--- config.mk ---
export PLATFORM = sky130hd
export DESIGN_NAME = ex_mem_stage
export DESIGN_NICKNAME = d
export VERILOG_FILES = /design/src/rtl/ex_mem_stage.sv
export SDC_FILE = /design/constraint.sdc
export NUM_CORES = 1
export LEC_CHECK = 0
export CORE_MARGIN = 5
export CORE_UTILIZATION = 52
export DETAILED_ROUTE_END_ITERATION = 6
export PLACE_DENSITY = 0.88
export SLEW_MARGIN = 10
export SYNTH_ARGS = -nofsm -noshare
export SYNTH_HDL_FRONTEND = slang
export SYNTH_SLANG_ARGS = --single-unit
--- constraint.sdc ---
create_clock -name clk -period 7 [get_ports clk]
set_clock_uncertainty 0.05 [all_clocks]
set_input_delay 0.7 -clock clk [delete_from_list [all_inputs] [get_ports clk]]
set_output_delay 0.7 -clock clk [all_outputs]
set_load 0.02 [all_outputs]
--- src/rtl/ex_mem_stage.sv ---
// Y86 execute stage: ALU, condition codes and branch/cmov condition,
// followed by the EX/MEM pipeline register feeding the memory stage.
module ex_mem_stage (
  input  logic        clk,
  input  logic        rst,
  input  logic        M_bubble_i,
  input  logic        m_exc_i,
  input  logic        W_exc_i,
  input  logic [3:0]  ex_icode,
  input  logic [3:0]  ex_ifun,
  input  logic [31:0] ex_valA,
  input  logic [31:0] ex_valB,
  input  logic [31:0] ex_valC,
  input  logic [31:0] ex_valP,
  input  logic [3:0]  ex_dstE,
  input  logic [3:0]  ex_dstM,
  output logic [31:0] e_valE,
  output logic [3:0]  e_dstE,
  output logic        e_Cnd,
  output logic [2:0]  cc_o,
  output logic [3:0]  mem_icode,
  output logic        mem_Cnd,
  output logic [31:0] mem_valE,
  output logic [31:0] mem_valA,
  output logic [31:0] mem_valP,
  output logic [3:0]  mem_dstE,
  output logic [3:0]  mem_dstM
);

  localparam logic [3:0] INOP    = 4'h1;
  localparam logic [3:0] IRRMOVL = 4'h2;
  localparam logic [3:0] IIRMOVL = 4'h3;
  localparam logic [3:0] IRMMOVL = 4'h4;
  localparam logic [3:0] IMRMOVL = 4'h5;
  localparam logic [3:0] IOPL    = 4'h6;
  localparam logic [3:0] ICALL   = 4'h8;
  localparam logic [3:0] IRET    = 4'h9;
  localparam logic [3:0] IPUSHL  = 4'hA;
  localparam logic [3:0] IPOPL   = 4'hB;
  localparam logic [3:0] RNONE   = 4'hF;

  localparam logic [3:0] ALUADD = 4'h0;
  localparam logic [3:0] ALUSUB = 4'h1;
  localparam logic [3:0] ALUAND = 4'h2;
  localparam logic [3:0] ALUXOR = 4'h3;

  logic [31:0] alu_a, alu_b, alu_e;
  logic [3:0]  alu_fun;
  logic        new_zf, new_sf, new_of;
  logic        zf, sf, of;
  logic        cnd;

  logic [2:0]  cc_d, cc_q;
  logic [3:0]  mem_icode_d, mem_icode_q;
  logic        mem_cnd_d, mem_cnd_q;
  logic [31:0] mem_val_e_d, mem_val_e_q;
  logic [31:0] mem_val_a_d, mem_val_a_q;
  logic [31:0] mem_val_p_d, mem_val_p_q;
  logic [3:0]  mem_dst_e_d, mem_dst_e_q;
  logic [3:0]  mem_dst_m_d, mem_dst_m_q;

  always_comb begin
    alu_a = 32'h0;
    case (ex_icode)
      IRRMOVL, IOPL:             alu_a = ex_valA;
      IIRMOVL, IRMMOVL, IMRMOVL: alu_a = ex_valC;
      ICALL, IPUSHL:             alu_a = 32'hFFFF_FFFC;
      IRET, IPOPL:               alu_a = 32'h0000_0004;
      default:                   alu_a = 32'h0;
    endcase

    alu_b = 32'h0;
    case (ex_icode)
      IRMMOVL, IMRMOVL, IOPL, ICALL, IPUSHL, IRET, IPOPL: alu_b = ex_valB;
      default:                                          alu_b = 32'h0;
    endcase

    alu_fun = (ex_icode == IOPL) ? ex_ifun : ALUADD;
  end

  // Undefined OPL functions yield zero and set flags the way AND would.
  always_comb begin
    alu_e  = 32'h0;
    new_of = 1'b0;
    case (alu_fun)
      ALUADD: begin
        alu_e  = alu_b + alu_a;
        new_of = (alu_a[31] == alu_b[31]) && (alu_e[31] != alu_a[31]);
      end
      ALUSUB: begin
        alu_e  = alu_b - alu_a;
        new_of = (alu_a[31] != alu_b[31]) && (alu_e[31] != alu_b[31]);
      end
      ALUAND:  alu_e = alu_b & alu_a;
      ALUXOR:  alu_e = alu_b ^ alu_a;
      default: alu_e = 32'h0;
    endcase
    new_zf = (alu_e == 32'h0);
    new_sf = alu_e[31];
  end

  assign zf = cc_q[2];
  assign sf = cc_q[1];
  assign of = cc_q[0];

  always_comb begin
    cnd = 1'b0;
    case (ex_ifun)
      4'h0:    cnd = 1'b1;
      4'h1:    cnd = (sf ^ of) | zf;
      4'h2:    cnd = sf ^ of;
      4'h3:    cnd = zf;
      4'h4:    cnd = ~zf;
      4'h5:    cnd = ~(sf ^ of);
      4'h6:    cnd = ~(sf ^ of) & ~zf;
      default: cnd = 1'b0;
    endcase
  end

  assign e_valE = alu_e;
  assign e_Cnd  = cnd;
  assign e_dstE = ((ex_icode == IRRMOVL) && !cnd) ? RNONE : ex_dstE;

  // Flags freeze while a later stage holds an exception; the bubble does not gate them.
  always_comb begin
    cc_d = cc_q;
    if ((ex_icode == IOPL) && !m_exc_i && !W_exc_i)
      cc_d = {new_zf, new_sf, new_of};
  end

  always_comb begin
    mem_icode_d = ex_icode;
    mem_cnd_d   = cnd;
    mem_val_e_d = alu_e;
    mem_val_a_d = ex_valA;
    mem_val_p_d = ex_valP;
    mem_dst_e_d = e_dstE;
    mem_dst_m_d = ex_dstM;
    if (M_bubble_i) begin
      mem_icode_d = INOP;
      mem_cnd_d   = 1'b0;
      mem_val_e_d = mem_val_e_q;
      mem_val_a_d = mem_val_a_q;
      mem_val_p_d = mem_val_p_q;
      mem_dst_e_d = RNONE;
      mem_dst_m_d = RNONE;
    end
  end

  always_ff @(posedge clk or posedge rst) begin
    if (rst) begin
      cc_q        <= 3'b100;
      mem_icode_q <= INOP;
      mem_cnd_q   <= 1'b0;
      mem_val_e_q <= 32'h0;
      mem_val_a_q <= 32'h0;
      mem_val_p_q <= 32'h0;
      mem_dst_e_q <= RNONE;
      mem_dst_m_q <= RNONE;
    end else begin
      cc_q        <= cc_d;
      mem_icode_q <= mem_icode_d;
      mem_cnd_q   <= mem_cnd_d;
      mem_val_e_q <= mem_val_e_d;
      mem_val_a_q <= mem_val_a_d;
      mem_val_p_q <= mem_val_p_d;
      mem_dst_e_q <= mem_dst_e_d;
      mem_dst_m_q <= mem_dst_m_d;
    end
  end

  assign cc_o      = cc_q;
  assign mem_icode = mem_icode_q;
  assign mem_Cnd   = mem_cnd_q;
  assign mem_valE  = mem_val_e_q;
  assign mem_valA  = mem_val_a_q;
  assign mem_valP  = mem_val_p_q;
  assign mem_dstE  = mem_dst_e_q;
  assign mem_dstM  = mem_dst_m_q;

endmodule

==> out/metrics.cfg <==
[status]
outcome=finished clean

[detailed_routing]
vias=10161
drt_iter0_markers=1059
first_pass_iters=6

[finish]
ff_count=112
drive_gt1_share_pct=15.11
nNonClkBuffers=328
n_antenna_cell=1
buffer_area_share_pct=24.41
area_growth_pct=37.41
fillCellCount=1364

[power_and_ir_drop]
power.internal_mw=1.544
cellLeakagePower_nw=5.576
sequentialPowerShare_pct=30.6
p_seq_mw=0.778
fin_total_pwr_mw=2.544
pwr-share-comb_pct=48.5

[critical_path]
crit_path_end_kind=output pin
max_stage_delay_ns=0.70
cp_num_cells=18
path_delay_family=buffers and inverters
arrival_ns=5.93
cp-endpoint=e_valE[30]
cp-start-kind=input port

[synth]
xor_share_pct=1.466
synth_area_leader_cell=dfrtp_1
fp_nets=1289

[floorplanning]
well_tap_count=229

[timing]
setup_violations=0

[global_routing]
met3_usage_pct=7.038

[flow_run]
cap_violations=0

[clocking]
postCtsHoldBufs=0
cts.sinks=112

[placement]
gp_congestion=1.028

[hold_path]
hold_depth=1
hp-class=reg2reg

### PDN straps and rails

Scale bar: 50 um. Pins as bars on the die edge.
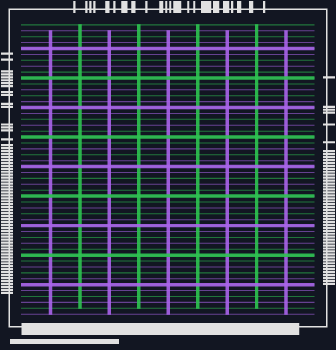
net	color
VSS	purple
VDD	green
met1 rails	50
met4 straps	9
rows	49

### Placement by cell class

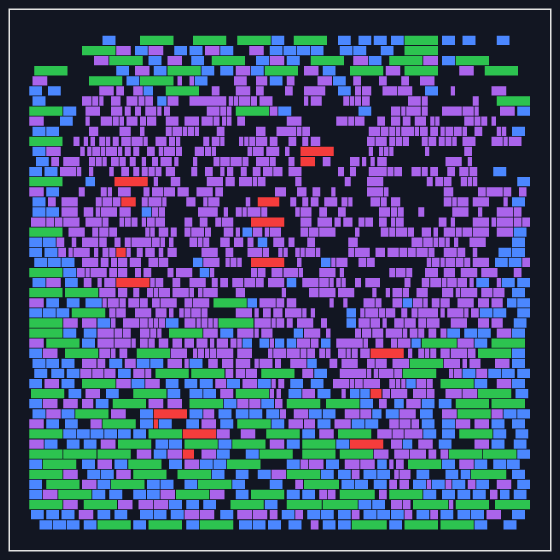
class	color	cells
remaining logic cells	purple	894
sequential cells	green	112
remaining buffers and delay cells	blue	328
clock drivers and dummy loads	red	16
fin area: 13130 sq um
Core ar.: 18020 sq um
sequential share of cell area: 21.43%
Final Core Density: 72.87%

### Clock distribution

Scale bar: 50 um.
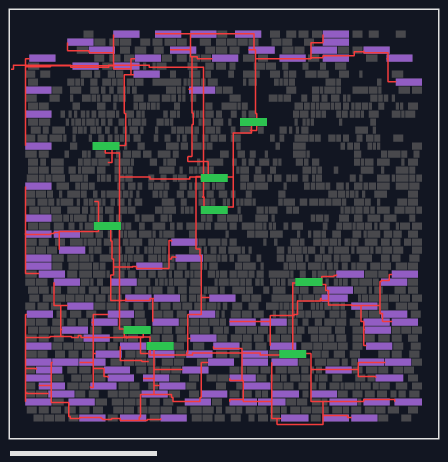
[flip-flops] purple | count: 112
[clock-net drivers] green | count: 9
[clock wires] red | length: 1640 um
routed clock nets	10

Power and IR drop assume default switching activity.
